==> run_1/logic_types.png <==
Bar = 20 um.
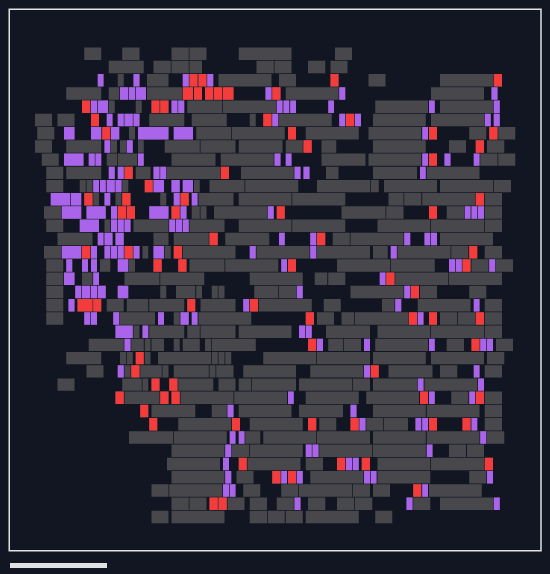
==> run_1/cell_density.png <==
The die is cut into 11 by 11 equal tiles; black is low, pale yellow is high, 0 to 100% covered.
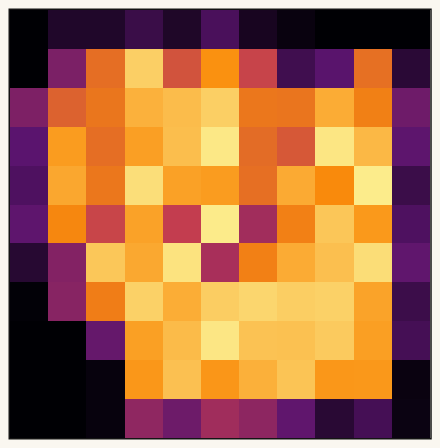
==> run_1/placement.png <==
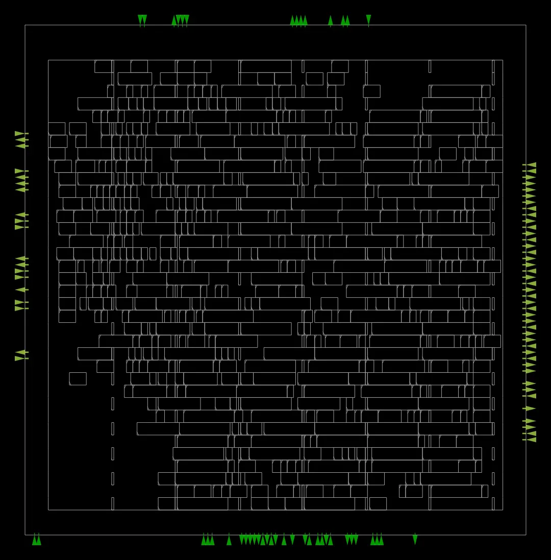
**config.mk**
```make
export PLATFORM = sky130hd
export DESIGN_NAME = instr_fetch_ctrl
export DESIGN_NICKNAME = d
export VERILOG_FILES = /design/src/rtl/instr_fetch_ctrl.sv
export SDC_FILE = /design/constraint.sdc
export NUM_CORES = 1
export LEC_CHECK = 0
export ABC_AREA = 1
export CAP_MARGIN = 20
export CORE_AREA = 5 5 104 106
export DETAILED_ROUTE_END_ITERATION = 8
export DIE_AREA = 0 0 109 111
export PLACE_DENSITY = 0.78
export SETUP_SLACK_MARGIN = 0.15
export SYNTH_ARGS = -nofsm -noshare
export SYNTH_HDL_FRONTEND = slang
export SYNTH_SLANG_ARGS = --single-unit
```
**constraint.sdc**
```tcl
create_clock -name clk -period 4.7 [get_ports clk]
set_input_delay 0.47 -clock clk [delete_from_list [all_inputs] [get_ports clk]]
set_output_delay 0.47 -clock clk [all_outputs]
set_load 0.01 [all_outputs]
```
**src/rtl/instr_fetch_ctrl.sv**
```systemverilog
// Instruction fetch sequencer: PC, 1-cycle ROM latency tracking, 2-entry return buffer, redirects.
// Latency: 2 cycles from issue/redirect to out_valid; backpressure via out_ready, issue throttled by credits.

// Generic synchronous FIFO with flush; DEPTH must be a power of two.
// Latency: 1 cycle push-to-valid; a push when full is illegal, the producer must hold credits.
module fifo #(
   parameter int W     = 8,
   parameter int DEPTH = 2
) (
   input  logic         clk,
   input  logic         rst,
   input  logic         flush,
   input  logic         in_vld,
   input  logic [W-1:0] in_dat,
   output logic         out_vld,
   input  logic         out_rdy,
   output logic [W-1:0] out_dat,
   output logic [$clog2(DEPTH+1)-1:0] cnt
);
   localparam int PW = (DEPTH > 1) ? $clog2(DEPTH) : 1;
   localparam int CW = $clog2(DEPTH + 1);

   logic [W-1:0]  mem [DEPTH];
   logic [PW-1:0] rd_ptr;
   logic [PW-1:0] wr_ptr;
   logic [CW-1:0] cnt_q;
   logic          full;
   logic          push;
   logic          pop;

   assign full    = (cnt_q == CW'(DEPTH));
   assign out_vld = (cnt_q != '0);
   assign out_dat = mem[rd_ptr];
   assign cnt     = cnt_q;
   assign push    = in_vld && !flush;
   assign pop     = out_vld && out_rdy && !flush;

   always_ff @(posedge clk) begin
      if (rst || flush) begin
         rd_ptr <= '0;
         wr_ptr <= '0;
         cnt_q  <= '0;
      end else begin
         if (push) wr_ptr <= wr_ptr + 1'b1;
         if (pop)  rd_ptr <= rd_ptr + 1'b1;
         case ({push, pop})
            2'b10:   cnt_q <= cnt_q + 1'b1;
            2'b01:   cnt_q <= cnt_q - 1'b1;
            default: cnt_q <= cnt_q;
         endcase
      end
   end

   // Storage needs no reset: entries are only visible while counted.
   always_ff @(posedge clk) begin
      if (!rst && push) mem[wr_ptr] <= in_dat;
   end

   a_no_overflow: assert property (@(posedge clk) disable iff (rst || flush) !(in_vld && full));
endmodule

module instr_fetch_ctrl #(
   parameter int                   ADDR_BITS = 12,
   parameter int                   DATA_W    = 32,
   parameter logic [ADDR_BITS-1:0] RESET_PC  = '0
) (
   input  logic                 clk,
   input  logic                 rst,
   input  logic                 redirect_valid,
   input  logic [ADDR_BITS-1:0] redirect_pc,
   output logic [ADDR_BITS-1:0] rom_addr,
   input  logic [DATA_W-1:0]    rom_data,
   output logic                 out_valid,
   input  logic                 out_ready,
   output logic [DATA_W-1:0]    out_instr,
   output logic [ADDR_BITS-1:0] out_pc
);
   typedef struct packed {
      logic [DATA_W-1:0]    instr;
      logic [ADDR_BITS-1:0] pc;
   } fetch_ent_t;

   logic [ADDR_BITS-1:0] fetch_pc;
   logic [ADDR_BITS-1:0] inflight_pc;
   logic [ADDR_BITS-1:0] redirect_tgt;
   logic                 inflight;
   logic                 head_vld;
   logic                 pop;
   logic                 push;
   logic                 issue;
   logic [1:0]           cnt;
   logic [2:0]           credit_use;
   fetch_ent_t           push_ent;
   fetch_ent_t           head_ent;

   assign redirect_tgt = redirect_pc & ~ADDR_BITS'(3);
   assign rom_addr     = redirect_valid ? redirect_tgt : fetch_pc;

   assign pop  = head_vld && out_ready;
   // A redirect kills the word returning this cycle: it belongs to the old stream.
   assign push = inflight && !redirect_valid;

   // Buffered plus in-flight words after this cycle's pop must leave room for one more return.
   assign credit_use = 3'(cnt) + 3'(inflight) - 3'(pop);
   assign issue      = redirect_valid || (credit_use < 3'd2);

   always_ff @(posedge clk) begin
      if (rst) begin
         fetch_pc    <= RESET_PC;
         inflight    <= 1'b0;
         inflight_pc <= '0;
      end else begin
         inflight <= issue;
         if (issue) begin
            inflight_pc <= rom_addr;
            fetch_pc    <= rom_addr + ADDR_BITS'(4);
         end
      end
   end

   assign push_ent.instr = rom_data;
   assign push_ent.pc    = inflight_pc;

   fifo #(
      .W     ($bits(fetch_ent_t)),
      .DEPTH (2)
   ) u_buf (
      .clk     (clk),
      .rst     (rst),
      .flush   (redirect_valid),
      .in_vld  (push),
      .in_dat  (push_ent),
      .out_vld (head_vld),
      .out_rdy (out_ready),
      .out_dat (head_ent),
      .cnt     (cnt)
   );

   assign out_valid = head_vld;
   assign out_instr = head_vld ? head_ent.instr : '0;
   assign out_pc    = head_vld ? head_ent.pc    : '0;
endmodule

```
==> impl_metrics.json, run 1 <==
{
  "status": "finished clean",
  "worst_setup_path_end_kind": "flop",
  "port_buffers": 102,
  "area.growth.synth_to_final_pct": 37.6,
  "timing.critical_path.from_type": "flop",
  "min_period_over_period_pct": 71.8,
  "routed_via_density": 5.12,
  "core_area_mm2": 0.00968,
  "total_power_w": 0.00270,
  "via_count": 3582,
  "cts_tree": "built",
  "layout-drive-gt1-share_pct": 12.3,
  "cts-buffers-inserted": 17,
  "power_leakage_nw": 2.47,
  "groute.usage.overall_pct": 18.0,
  "critical_path.max_fanout": 45,
  "hold_path.class": "flop to flop",
  "synth_sequential_area_ratio_pct": 67.2,
  "synth-edff-count": 88,
  "clock_sink_count": 116,
  "crit_buf_inv": 6,
  "ys_chip_area_mm2": 0.00476,
  "finalSetupViolCount": 0,
  "finalWeightedCongestion": 0.789,
  "maxcap_violations": 0,
  "synth-main-ff-cell": "sky130_fd_sc_hd__edfxtp_1",
  "asyncSetResetFlopFracSynth_pct": 0,
  "global_route_wire_length_before_repair_um": 16900,
  "clkTransAtPathRegs_ns": 0.06,
  "max_freq_mhz": 296,
  "cpMaxStageDelayCell": "sky130_fd_sc_hd__fa_1",
  "top_cells_by_count_synth": "143 x sky130_fd_sc_hd__nand2_1, 88 x sky130_fd_sc_hd__edfxtp_1, 63 x sky130_fd_sc_hd__a21oi_1",
  "grt_antenna_before_repair": 0,
  "drt-met1-wl_um": 4450,
  "synth_cell_type_count": 29,
  "finalNetCount": 606,
  "remaining_drc_errors": 0,
  "wirelength_um": 10900,
  "detailroute.wirelength.met2_um": 5510,
  "area_of_the_chip_mm2": 0.0121,
  "dpl.hpwl_um": 6880,
  "finalWorstPathRequiredPeriod_ns": 3.37,
  "synth_warn": 0,
  "final.setup_skew_ns": 0.00586,
  "antennaDiodeCount": 0,
  "synth_area_mm2": 0.00476,
  "fin_tns_setup_ns": 0,
  "synth.avg_cell_area_um2": 10.7,
  "chip_height_um": 111,
  "ys_cells": 445,
  "worst_path_most_repeated_cell": "sky130_fd_sc_hd__inv_1",
  "vias_in_the_first_global_route": 3541,
  "drt-initial-drc-count": 246,
  "cts_root_buf": "sky130_fd_sc_hd__clkbuf_8",
  "cell_with_the_most_instances_after_synthesis": "sky130_fd_sc_hd__nand2_1",
  "timing.max_slew.rel_slack_pct": 39.3,
  "clock_path_buffers": 2,
  "startpoint": "u_buf.cnt[1]",
  "syn_inst": 445,
  "antenna_violating_nets_post_route": 0,
  "clock_tree.htree_level_count": 4,
  "detailed_routed_wire_length_on_met3_um": 799,
  "synth_flops": 116,
  "top_area_share_pct": 55.5
}
-- logic_types.png (at the start) --
colour	family	cells	most used	where
red	aoi and oai cells	83	a21oi_1	widely spread
purple	nand cells	174	nand2_1	widely spread

-- cell_density.png (at the start) --
mean over tiles	53%
emptiest ninth of the die	bottom left
nearly empty tiles	9.9%

-- placement.png (at the start) --
number of standard-cell rows in the floorplan: 36
final core utilization: 67.7%
flop count: 116
count of inserted tapcells: 133
count of fill cells added during filler insertion: 709

[run 1: metrics by stage]
step                      cell area [um2]  util, %  hold WS [ns]  cells  setup WS (ns)
after floorplan                      4760        -         0.420    445          0.367
after global placement               5920     61.2         0.433    668           1.45
after detailed placement             5920     61.2         0.438    668           1.36
after CTS                            6550     67.7         0.461    700           1.33
after global routing                 6550     67.7         0.483    700           1.04
final                                6550     67.7         0.466    700           1.33
[run 1: placed cells by master, fill, tap and decap left out, types with 3 or more instances in the layout]
master	count
sky130_fd_sc_hd__a21oi_1	63
sky130_fd_sc_hd__inv_1	25
sky130_fd_sc_hd__nand2_1	143
sky130_fd_sc_hd__clkdlybuf4s50_1	102
sky130_fd_sc_hd__nor2_1	11
sky130_fd_sc_hd__ha_1	3
sky130_fd_sc_hd__clkinv_4	4
sky130_fd_sc_hd__o21ai_0	16
sky130_fd_sc_hd__nand2_2	10
sky130_fd_sc_hd__nor2_4	3
sky130_fd_sc_hd__dfxtp_1	28
sky130_fd_sc_hd__nor2_2	3
sky130_fd_sc_hd__bufinv_16	4
sky130_fd_sc_hd__inv_6	3
sky130_fd_sc_hd__clkbuf_16	16
sky130_fd_sc_hd__nand2_4	8
sky130_fd_sc_hd__buf_4	7
sky130_fd_sc_hd__nand3_1	10
sky130_fd_sc_hd__edfxtp_1	88
[run 1: state kept, by name, summed over array words and instances, names as in the netlist, named ones only]
register and count:
inflight_pc 10, inflight 1, u_buf.wr_ptr 1, u_buf.mem 88
u_buf.cnt 2, fetch_pc 12, u_buf.rd_ptr 1
[run 1: path summary, 6_finish.rpt]
path,to,cells past startpoint
setup / recovery,fetch_pc[8],16
hold / removal,u_buf.mem[0][9],0
hold reg to reg,u_buf.mem[0][9],0
setup reg to reg,fetch_pc[8],16
[run 1: layer usage]
| layer | up-vias | global-route usage, % |
|---|---|---|
| met3 | 17 | 5.59 |
| met2 | 126 | 30.2 |
| met4 | 0 | 5.13 |
| met1 | 1705 | 22.1 |
| li1 | 1734 | - |
| met5 | - | 0 |
[run 1: logic make-up after synthesis]
family	Yosys count	synth area share, %
buffers and inverters	47	4.23
adder cells (fa/ha/maj)	4	1.21
AND-OR/OR-AND	83	8.85
flip-flops	116	67.2
XOR/XNOR	1	0.184
AND/OR/NAND/NOR	194	18.3
[run 1: power by group]
group          leakage [nW]  internal, W  switching [W]  total (W)
Clock                 0.302     0.000881       0.000452    0.00133
Combinational          1.14     0.000100       0.000116   0.000216
Sequential             1.04      0.00114      0.0000165    0.00116
[run 1: layout make-up]
cell class                      count  area, um2  area share, %
Inverter                           28        105           1.60
Timing Repair Buffer              109       1070           16.4
Clock inverter                     14        201           3.07
Multi-Input combinational cell    282       1380           21.0
Tap cell                          133        166           2.54
Sequential cell                   116       3200           48.9
Clock buffer                       18        428           6.53
==> run_1/layer_met3.png <==
Bar = 20 um.
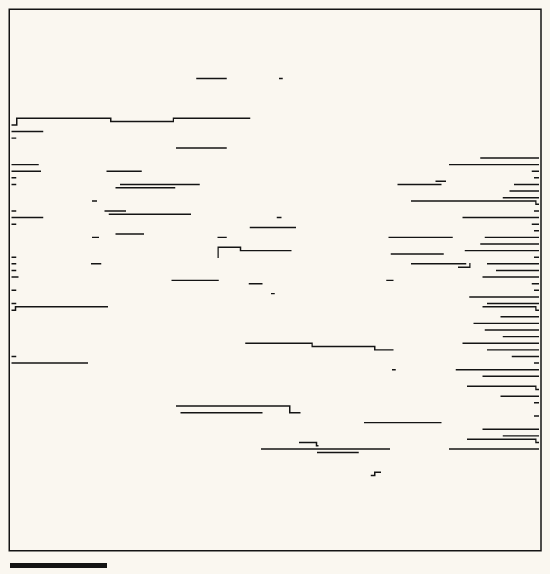

==> run 2: changes to the inputs <==
--- a/config.mk
+++ b/config.mk
@@ -7,10 +7,10 @@
 export LEC_CHECK = 0
 export ABC_AREA = 1
 export CAP_MARGIN = 20
-export CORE_AREA = 5 5 104 106
+export CORE_AREA = 5 5 109 111
 export DETAILED_ROUTE_END_ITERATION = 8
-export DIE_AREA = 0 0 109 111
-export PLACE_DENSITY = 0.78
+export DIE_AREA = 0 0 114 116
+export PLACE_DENSITY = 0.74
 export SETUP_SLACK_MARGIN = 0.15
 export SYNTH_ARGS = -nofsm -noshare
 export SYNTH_HDL_FRONTEND = slang
==> constraint.sdc (replaced) <==
create_clock -name clk -period 2.9 [get_ports clk]
set_input_delay 0.29 -clock clk [delete_from_list [all_inputs] [get_ports clk]]
set_output_delay 0.29 -clock clk [all_outputs]
set_load 0.01 [all_outputs]
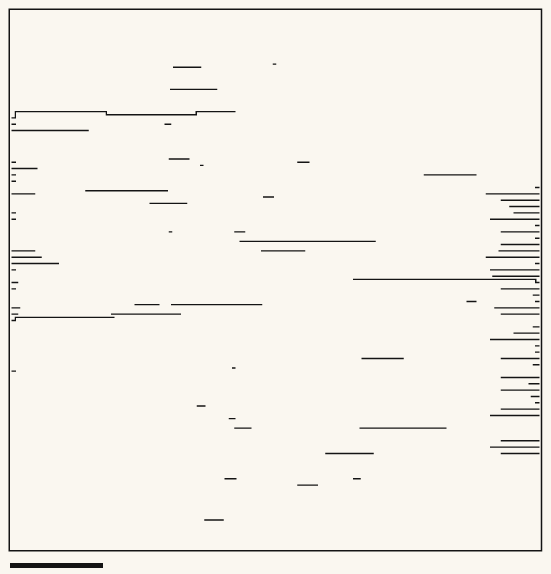
(run_2/layer_met3.png)
Bar = 20 um.
main direction	horizontal
nets with wire on the layer	74
share of all routed wire	5.5%
wire length on this layer	590 um
longest straight run	39.1 um

==> run 2 against run 1 <==
Effect of this change: non-clock buffer count grew 7; wire length fell by 2.0%; global-route usage decreased by 1.7 points; critical path depth is 11 lower; clock power rose by about 40%; final cell count grew 2.1%; critical path type is now flop to output pin; worst setup slack worse by 1.1 ns; worst hold slack got worse by 0.11 ns; largest power group is now sequential cells; area after synthesis did not move; first-iteration DRC count fell by 18%; utilization decreased by 6.2 points; clock skew rose by 0.0032 ns.
==> impl_metrics.json, run 2 <==
{
  "finalNetCount": 614,
  "worst_setup_path_end_kind": "output pin",
  "finalWeightedCongestion": 0.812,
  "clkTransAtPathRegs_ns": 0.05,
  "synth_sequential_area_ratio_pct": 67.2,
  "timing.hold.worst_endpoint": "u_buf.mem[0][32]",
  "min_period_over_period_pct": 91.1,
  "largest_register_ffs": 88,
  "clock_path_buffers": 2,
  "grt_antenna_before_repair": 0,
  "power_leakage_nw": 2.49,
  "synth_cell_type_count": 29,
  "synth_warn": 0,
  "cell_with_the_most_instances_after_synthesis": "sky130_fd_sc_hd__nand2_1",
  "post-place-ws_ns": 0.0620,
  "area.growth.synth_to_final_pct": 38.0,
  "asyncSetResetFlopFracSynth_pct": 0,
  "maxcap_violations": 0,
  "max_freq_mhz": 378,
  "remaining_drc_errors": 0,
  "final.setup_skew_ns": 0.00907,
  "top_cells_by_count_synth": "143 x sky130_fd_sc_hd__nand2_1, 88 x sky130_fd_sc_hd__edfxtp_1, 63 x sky130_fd_sc_hd__a21oi_1",
  "area_of_the_chip_mm2": 0.0132,
  "ys_cells": 445,
  "global_route_wire_length_before_repair_um": 16600,
  "timing.critical_path.from_type": "flop",
  "antennaDiodeCount": 0,
  "ys_chip_area_mm2": 0.00476,
  "via_count": 3513,
  "clock_sink_count": 116,
  "mostFrequentLayoutCell": "sky130_fd_sc_hd__nand2_1",
  "fin_tns_setup_ns": 0,
  "finalSetupViolCount": 0,
  "status": "finished clean",
  "synth-main-ff-cell": "sky130_fd_sc_hd__edfxtp_1",
  "top_register": "u_buf.mem",
  "reg2reg_depth": 16,
  "finish.utilization_pct": 61.4,
  "min_path_cells": 1,
  "final_cell_mix": "142 x sky130_fd_sc_hd__nand2_1, 102 x sky130_fd_sc_hd__clkdlybuf4s50_1, 88 x sky130_fd_sc_hd__edfxtp_1, 63 x sky130_fd_sc_hd__a21oi_1, 28 x sky130_fd_sc_hd__dfxtp_1",
  "clock_tree.htree_level_count": 4,
  "dpl.hpwl_um": 7020,
  "syn_inst": 445,
  "synth-edff-count": 88
}
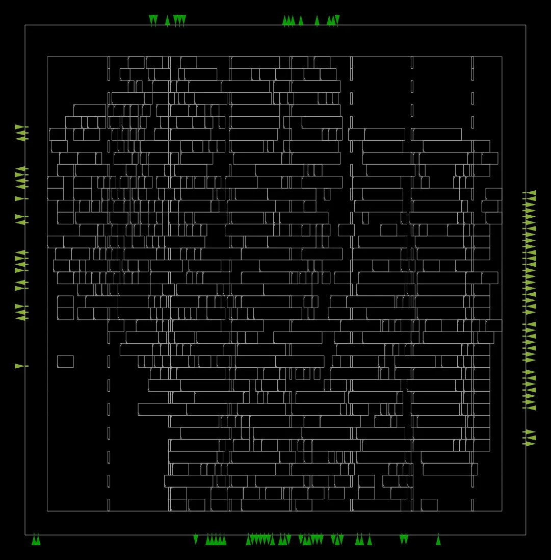
(run_2/placement.png)
Layout Cells excl Fill: 715
Core Footprint: 0.0107 mm2
number of standard-cell rows in the floorplan: 38

==> run 2: cell count changes in the layout (fill, tap and decap cells not counted), sizes merged, moves of 2 or more <==
cell | before | now
inv | 30 | 27
clkinvlp | 2 | 0
buf | 7 | 14
clkbuf | 18 | 28
bufinv | 4 | 0
==> run 2: worst max path at each step <==
| stage | to | slack [ns] | depth (start not counted) |
|---|---|---|---|
| floorplan | fetch_pc[10] | 0.44 | 15 |
| global placement | fetch_pc[10] | 0.15 | 14 |
| detailed placement | fetch_pc[10] | 0.06 | 14 |
| CTS | fetch_pc[10] | 0.19 | 15 |
| global route | out_instr[12] | 0.15 | 5 |
| finish | out_instr[2] | 0.26 | 5 |
==> run 2: timing repair <==
item	4_1_cts	5_1_grt
resized	0	3
endpoints found under the hold margin	0	0
buffers inserted	0	4
setup endpoints to repair	0	15
==> run 2: stage by stage <==
stage | cells | power (W) | instance area (um2) | hold slack, ns
floorplan | 445 | 0.00208 | 4780 | 0.389
global placement | 678 | 0.00224 | 5970 | 0.433
detailed placement | 678 | 0.00225 | 5970 | 0.444
CTS | 710 | 0.00411 | 6520 | 0.340
global route | 715 | 0.00426 | 6570 | 0.345
finish | 715 | 0.00409 | 6570 | 0.360
==> run 2: kinds of logic (layout without fill, tap and decap cells) <==
family	Yosys count	count (layout)	synth area share, %
xor+xnor	1	1	0.184
simple gates	194	195	18.3
buf+inv	47	176	4.23
compound gates	83	83	8.85
flops	116	116	67.2
fa+ha+maj	4	4	1.21
==> run 2: area by class of cell <==
class	instances	area (um2)
tap	140	175
timing repair buffer	116	1140
fill	865	4130
sequential	116	3200
inverter	28	105
clock buffer	28	528
clock inverter	4	18.8
multi-input combinational	283	1400
==> run 2: where the power goes <==
part           internal, W  switching (W)  leakage [nW]
Sequential         0.00185      0.0000270          1.04
Clock              0.00121       0.000646         0.271
Combinational     0.000172       0.000189          1.19
==> run 2: worst max-delay path, stage by stage, from the launching register on <==
cell and delay [ns]:
sky130_fd_sc_hd__dfxtp_1 0.31, sky130_fd_sc_hd__clkinv_1 0.20, sky130_fd_sc_hd__buf_4 0.39, sky130_fd_sc_hd__nand2_1 0.12, sky130_fd_sc_hd__a21oi_1 0.21, sky130_fd_sc_hd__clkdlybuf4s50_1 0.58
==> run 2: routing by layer <==
layer / up-vias / GRT usage [%] / wire length [um]
li1: 1744 / - / -
met1: 1648 / 19.4 / 4640
met2: 106 / 27.4 / 5300
met3: 15 / 5.01 / 590
met4: 0 / 6.89 / 157
met5: - / 0 / 0
Power figures rest on the tool's default switching activity, not on a simulated workload.
